run_1/sizing.png
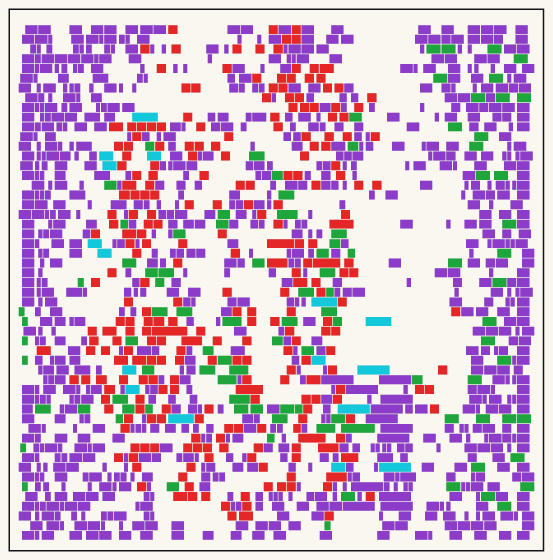
run_1/placed.png
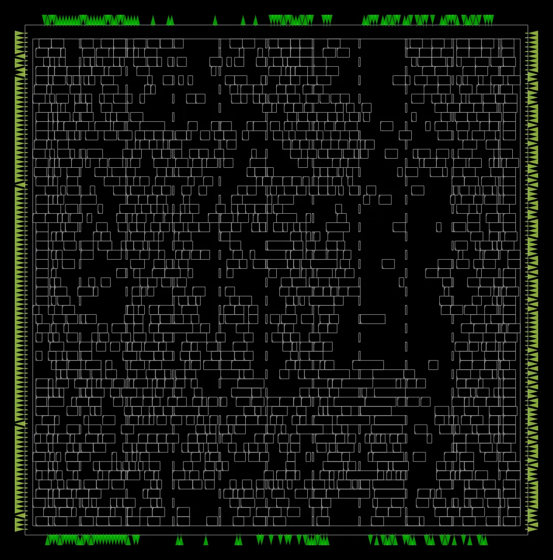
run_1/layers.png
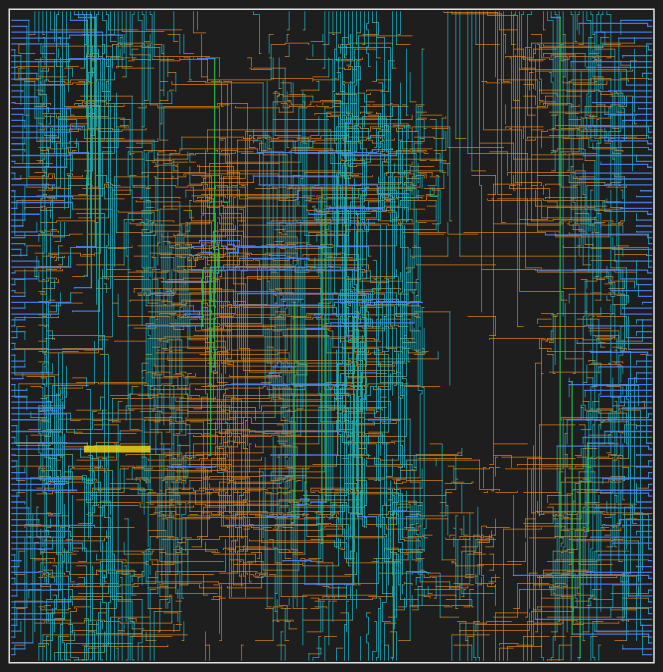
`config.mk`:
```
export PLATFORM = sky130hd
export DESIGN_NAME = mmio_bus_arbiter
export DESIGN_NICKNAME = d
export VERILOG_FILES = /design/src/rtl/mmio_bus_arbiter.sv
export SDC_FILE = /design/constraint.sdc
export NUM_CORES = 1
export LEC_CHECK = 0
export CAP_MARGIN = 20
export CORE_AREA = 2 2 147 149
export CTS_CLUSTER_DIAMETER = 120
export DETAILED_ROUTE_END_ITERATION = 7
export DIE_AREA = 0 0 149 151
export REMOVE_ABC_BUFFERS = 1
export SYNTH_ARGS = -nofsm -noshare
export SYNTH_HDL_FRONTEND = slang
export SYNTH_SLANG_ARGS = --single-unit
```
`constraint.sdc`:
```
create_clock -name clk -period 4.86 [get_ports clk]
set_clock_uncertainty 0.1 [all_clocks]
set_input_delay 0.972 -clock clk [delete_from_list [all_inputs] [get_ports clk]]
set_output_delay 0.972 -clock clk [all_outputs]
set_load 0.02 [all_outputs]
```
`src/rtl/mmio_bus_arbiter.sv`:
```
// Two-master round-robin MMIO arbiter with bounded bus lock,
// address decode and one-cycle-late read data return steering.
module mmio_bus_arbiter #(
    parameter logic [31:0] BRAM_BASE = 32'h0000_0000,
    parameter logic [31:0] BRAM_TOP  = 32'h0000_07FF,
    parameter logic [31:0] GPIO_BASE = 32'hFFFF_FFF0,
    parameter logic [31:0] GPIO_TOP  = 32'hFFFF_FFF3,
    parameter logic [31:0] UART_BASE = 32'hFFFF_FFF4,
    parameter logic [31:0] UART_TOP  = 32'hFFFF_FFF7,
    parameter int          MAX_LOCK  = 16
) (
    input  logic        clk,
    input  logic        reset,
    input  logic        m0_req,
    input  logic        m1_req,
    input  logic        m0_lock,
    input  logic        m1_lock,
    input  logic [31:0] m0_addr,
    input  logic [31:0] m1_addr,
    input  logic [31:0] m0_wdata,
    input  logic [31:0] m1_wdata,
    input  logic        m0_we,
    input  logic        m1_we,
    input  logic [3:0]  m0_byteMask,
    input  logic [3:0]  m1_byteMask,
    output logic        m0_gnt,
    output logic        m1_gnt,
    output logic [31:0] m0_rdata,
    output logic [31:0] m1_rdata,
    output logic        m0_rvalid,
    output logic        m1_rvalid,
    output logic [31:0] memAddress,
    output logic [31:0] memWriteData,
    output logic        memWrite,
    output logic [3:0]  byteMask,
    input  logic [31:0] bramReadData,
    input  logic [31:0] gpioReadData,
    input  logic [31:0] uartReadData,
    output logic        bus_err
);

    localparam int CW = $clog2(MAX_LOCK) + 1;

    typedef enum logic [1:0] {R_NONE, R_BRAM, R_GPIO, R_UART} region_t;
    typedef enum logic {UNLOCKED, LOCKED} state_t;

    state_t        state, state_nxt;
    logic          lock_owner, lock_owner_nxt;
    logic [CW-1:0] lock_cnt, lock_cnt_nxt;
    logic          last_gnt, last_gnt_nxt;
    logic          rsp_valid, rsp_master;
    region_t       rsp_region, region;
    logic          any_gnt, winner;
    logic          owner_req, owner_lock;
    logic [31:0]   sel_addr, rsp_data;
    logic          sel_we;

    // Unsigned window test written as an offset compare so a zero base folds cleanly.
    function automatic logic in_range(input logic [31:0] a,
                                      input logic [31:0] lo,
                                      input logic [31:0] hi);
        return (a - lo) <= (hi - lo);
    endfunction

    always_comb begin
        state_nxt      = state;
        lock_owner_nxt = lock_owner;
        lock_cnt_nxt   = lock_cnt;
        last_gnt_nxt   = last_gnt;
        any_gnt        = 1'b0;
        winner         = 1'b0;
        owner_req      = lock_owner ? m1_req  : m0_req;
        owner_lock     = lock_owner ? m1_lock : m0_lock;
        if (state == LOCKED && owner_req) begin
            any_gnt      = 1'b1;
            winner       = lock_owner;
            last_gnt_nxt = lock_owner;
            if (!owner_lock || lock_cnt >= CW'(MAX_LOCK - 1)) begin
                state_nxt    = UNLOCKED;
                lock_cnt_nxt = '0;
            end else begin
                lock_cnt_nxt = lock_cnt + 1'b1;
            end
        end else begin
            // A lock owner that drops its request releases the bus this cycle.
            state_nxt    = UNLOCKED;
            lock_cnt_nxt = '0;
            if (m0_req && m1_req) begin
                any_gnt = 1'b1;
                winner  = ~last_gnt;
            end else if (m0_req || m1_req) begin
                any_gnt = 1'b1;
                winner  = m1_req;
            end
            if (any_gnt) begin
                last_gnt_nxt = winner;
                if (winner ? m1_lock : m0_lock) begin
                    state_nxt      = LOCKED;
                    lock_owner_nxt = winner;
                    lock_cnt_nxt   = CW'(1);
                end
            end
        end
        if (reset) begin
            any_gnt = 1'b0;
        end
    end

    always_comb begin
        sel_addr = winner ? m1_addr : m0_addr;
        sel_we   = winner ? m1_we   : m0_we;
        unique case (1'b1)
            in_range(sel_addr, BRAM_BASE, BRAM_TOP): region = R_BRAM;
            in_range(sel_addr, GPIO_BASE, GPIO_TOP): region = R_GPIO;
            in_range(sel_addr, UART_BASE, UART_TOP): region = R_UART;
            default:                                 region = R_NONE;
        endcase
    end

    assign m0_gnt       = any_gnt && !winner;
    assign m1_gnt       = any_gnt && winner;
    assign memAddress   = any_gnt ? sel_addr : '0;
    assign memWriteData = any_gnt ? (winner ? m1_wdata : m0_wdata) : '0;
    assign byteMask     = any_gnt ? (winner ? m1_byteMask : m0_byteMask) : '0;
    assign memWrite     = any_gnt && sel_we && (region != R_NONE);

    always_comb begin
        unique case (rsp_region)
            R_BRAM:  rsp_data = bramReadData;
            R_GPIO:  rsp_data = gpioReadData;
            R_UART:  rsp_data = uartReadData;
            default: rsp_data = '0;
        endcase
        m0_rvalid = rsp_valid && !rsp_master;
        m1_rvalid = rsp_valid && rsp_master;
        m0_rdata  = m0_rvalid ? rsp_data : '0;
        m1_rdata  = m1_rvalid ? rsp_data : '0;
    end

    always_ff @(posedge clk or posedge reset) begin
        if (reset) begin
            state      <= UNLOCKED;
            lock_owner <= 1'b0;
            lock_cnt   <= '0;
            last_gnt   <= 1'b1;
            rsp_valid  <= 1'b0;
            rsp_master <= 1'b0;
            rsp_region <= R_NONE;
            bus_err    <= 1'b0;
        end else begin
            state      <= state_nxt;
            lock_owner <= lock_owner_nxt;
            lock_cnt   <= lock_cnt_nxt;
            last_gnt   <= last_gnt_nxt;
            rsp_valid  <= any_gnt && !sel_we;
            rsp_master <= winner;
            rsp_region <= region;
            bus_err    <= bus_err | (any_gnt && region == R_NONE);
        end
    end

endmodule

```
==> impl_metrics.tcl, run 1 <==
# collected from the flow reports
set metrics [dict create \
    status "finished, final reports clean" \
    cp_top_family "simple AND/OR/NAND/NOR gates" \
    ys_warn_count 0 \
    power-per-cell-area_mw_per_mm2 124 \
    regArea_sq_um 327 \
    via_per_inst 5.06 \
    top_logic_kind "simple AND/OR/NAND/NOR gates" \
    top_cells_by_count "nand2_1, nor2_1, a21oi_1, clkbuf_1, mux2_2" \
    worstPathCellList "dlygate4sd2_1 -> buf_6 -> nand4_1 -> buf_4 -> nor4_4 -> buf_4 -> and3_1 -> o22ai_1 -> xor2_1 -> a211oi_2 -> and4_1 -> nand4_4 -> a221oi_2 -> buf_4" \
    r2r_setup_slack_ns 1.71 \
    ff_type "dfrtp_1" \
    hold_viol 0 \
    buf_share_pct 52.4 \
    crit_top_cell "buf_4" \
    syn-instance-count 736 \
    stdcell_count 1576 \
    diodes 2 \
    grt_start_max_net_pins 49 \
    ys_cells 736 \
    top_cells_by_area "nand2_1, mux2_2, nor2_1, a21oi_1, dfrtp_1" \
    cp-startpoint "m1_addr[21]" \
    worst_pin_slew_ns 0.686 \
    wl_met3_microns 2410 \
    endpoint "memWrite" \
    cpPeakStageDelay_ns 0.33 \
    required_ns 3.79 \
    yosys_area_sq_mm 0.00461 \
    cts_tree "yes" \
    synth_flops 13 \
    io_pins 378 \
    cp.depth 14 \
    cp.buffers_inverters 5 \
    peakVddDrop_uv 112 \
    drv_slew 0 \
    r2r_cells 12 \
    hold_depth 2 \
]
## Picture notes: sizing.png
| size | color | cells |
|---|---|---|
| x6 and larger | cyan | 16 |
| x3 and x4 | red | 260 |
| x2 | green | 98 |
| x1 and smaller | purple | 925 |
bufs w/o clock: 614
area grow syn2layout: 131%
Setup WS post-layout: 0.0187 ns

## Picture notes: placed.png
Fillers: 2127
Seq/total area: 3.07%
final core utilization: 51.1%
# rows: 53
flop count: 13

## Picture notes: layers.png
| layer | color | wire length |
|---|---|---|
| M5 | yellow | 13.8 microns |
| M2 | cyan | 16700 microns |
| M1 | orange | 12100 microns |
| M4 | green | 1170 microns |
| M3 | blue | 2410 microns |
WL final: 32400 microns
via count: 7981
gr usage total: 27.0%
drt wl/cell: 20.5 microns

==> inputs of run 2 (changes only) <==
==> constraint.sdc (replaced) <==
create_clock -name clk -period 4.86 [get_ports clk]
set_clock_uncertainty 0.1 [all_clocks]
set_input_delay 1.215 -clock clk [delete_from_list [all_inputs] [get_ports clk]]
set_output_delay 1.215 -clock clk [all_outputs]
set_load 0.02 [all_outputs]
run_2/class_map.png
Fill, decap, tap and diode cells in gray.
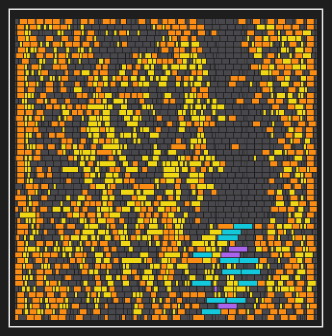
| class | color | cells | share of their area |
|---|---|---|---|
| registers | cyan | 13 | 3.1% |
| remaining logic cells | yellow | 667 | 43% |
| remaining buffers and delay cells | orange | 622 | 54% |
| clock drivers and dummy loads | purple | 4 | 0.76% |
final instance area: 0.0107 sq mm
core box area: 0.0208 sq mm
final core utilization: 51.6%
Seq/total area: 3.04%

run_2/layers.png
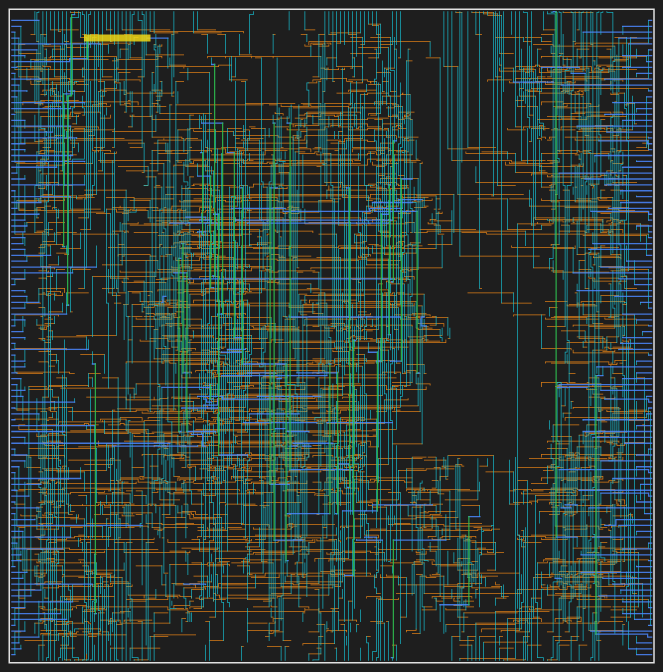
| layer | color | wire length |
|---|---|---|
| M4 | green | 1480 microns |
| M2 | cyan | 16600 microns |
| M1 | orange | 12000 microns |
| M5 | yellow | 13.8 microns |
| M3 | blue | 2160 microns |
gr usage total: 27.0%
via count: 7998
drt wl/cell: 20.4 microns
WL final: 32300 microns

==> impl_metrics.tcl, run 2 <==
# collected from the flow reports
set metrics [dict create \
    status "finished with violations" \
    violations "negative setup slack" \
    synth.most_common_cell "nand2_1" \
    grt_start_max_net_pins 70 \
    worstPathCellList "buf_8 -> nand4_4 -> or2_4 -> or3_4 -> a222oi_1 -> buf_4 -> xnor2_2 -> nor3_2 -> and4_4 -> nand4_4 -> a221oi_2 -> buf_4" \
    logic_area_sq_mm 0.00436 \
    worst_pin_slew_ns 0.705 \
    setup_violations 1 \
    post-cts-setup-buffers 30 \
    cp.buffers_inverters 3 \
    cpMaxStageDelayCell "or3_4" \
    avgSynthCellArea_sq_um 6.26 \
    r2r_setup_slack_ns 0.74 \
    placedCellCount 1546 \
    top_cells_by_count "nand2_1, nor2_1, a21oi_1, clkbuf_1, mux2_2" \
    synth_cell_types 84 \
    ys_cells 736 \
    p_sw_share_pct 42.0 \
    power_leakage_nw 4.30 \
    regArea_sq_um 327 \
    switchingPower_mw 0.569 \
    xor_area_share_pct 2.66 \
    yosys.area.top_type_share_pct 11.2 \
    clockPowerShare_pct 11.4 \
    top_logic_kind "simple AND/OR/NAND/NOR gates" \
    cp-startpoint "m1_addr[7]" \
    diodes 5 \
    power-per-cell-area_mw_per_mm2 126 \
    rsz0062_at_grt "yes" \
    syn_area_sq_mm 0.00461 \
    antenna_found_initial 6 \
    drv_slew 0 \
    top_cells_by_area "nand2_1, mux2_2, nor2_1, a21oi_1, dfrtp_1" \
    p_seq_mw 0.130 \
    required_ns 3.54 \
    via_per_inst 5.04 \
    yosys_area_sq_mm 0.00461 \
    dr.pass1.iters 5 \
    fin_ws_ns -0.284 \
    ys_warn_count 0 \
    signal_buffers 622 \
    reg_top3 "lock_cnt (5), rsp_region (2)" \
    rr_startpoint "last_gnt" \
    combPwrFrac_pct 79.0 \
    top_power_group "combinational cells" \
    die_x_microns 149 \
    r2r_cells 25 \
    gr-usage-met3_pct 4.13 \
    hold_viol 0 \
    relSlewSlack_pct 52.9 \
    num-clock-buffers 4 \
    ff_count 13 \
    ff_type "dfrtp_1" \
    syn-instance-count 736 \
    final_cell_mix "clkdlybuf4s50_1, buf_4, nand2_1, nor2_1, a21oi_1" \
    worst_hold_slack_ns 0.417 \
    hold_depth 1 \
    drt_drc_violations_left 0 \
    fin_crit_sh_pct 106 \
    cp.depth 12 \
    fillers 2159 \
    cp_top_family "simple AND/OR/NAND/NOR gates" \
    peakVddDrop_uv 115 \
    drt-met1-wl_microns 12000 \
    cts_tree "yes" \
    largest_reg_flops 5 \
    clk_path_buf_depth 2 \
    clk_pin_slew_ns 0.04 \
    cpPeakStageDelay_ns 0.39 \
    syn2layout_area_growth_pct 133 \
    endpoint "memWrite" \
    startpoint_type "primary input" \
    wl_met3_microns 2160 \
    stdcell_count 1586 \
    ys_seq_share_pct 7.09 \
    largest-register "lock_cnt" \
    ys_sh_aoi_pct 28.3 \
    dr_wl_met2_microns 16600 \
    seq_power_share_pct 9.6 \
    synth_flops 13 \
    hold_class "flop to flop" \
    cts_sinks 13 \
    critPathArrivalTime_ns 3.83 \
    num_rows 53 \
    buf_share_pct 51.8 \
    n_all_inverters 14 \
    p_int_mw 0.784 \
    clkLatencyLatePin_ns 0.24 \
]
run_2/port_trees.png
The bar under the picture is 50 microns long.
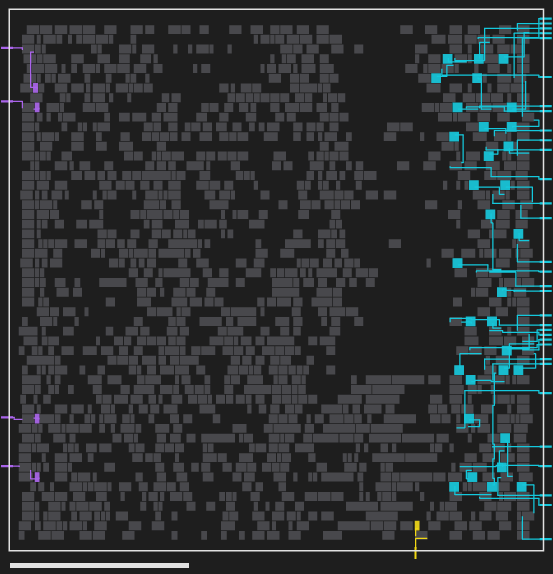
| port | color | direction | edge | end cells | buffers | wire |
|---|---|---|---|---|---|---|
| `m1_rvalid` | yellow | output | bottom | 1 | 1 | 8.80 microns |
| `m1_byteMask` | purple | input | left | 4 | 4 | 35.5 microns |
| `gpioReadData` | cyan | input | right | 32 | 32 | 902 microns |
I/O pin total: 378
port buffer count: 377

Power is estimated from default activity; no workload was simulated.
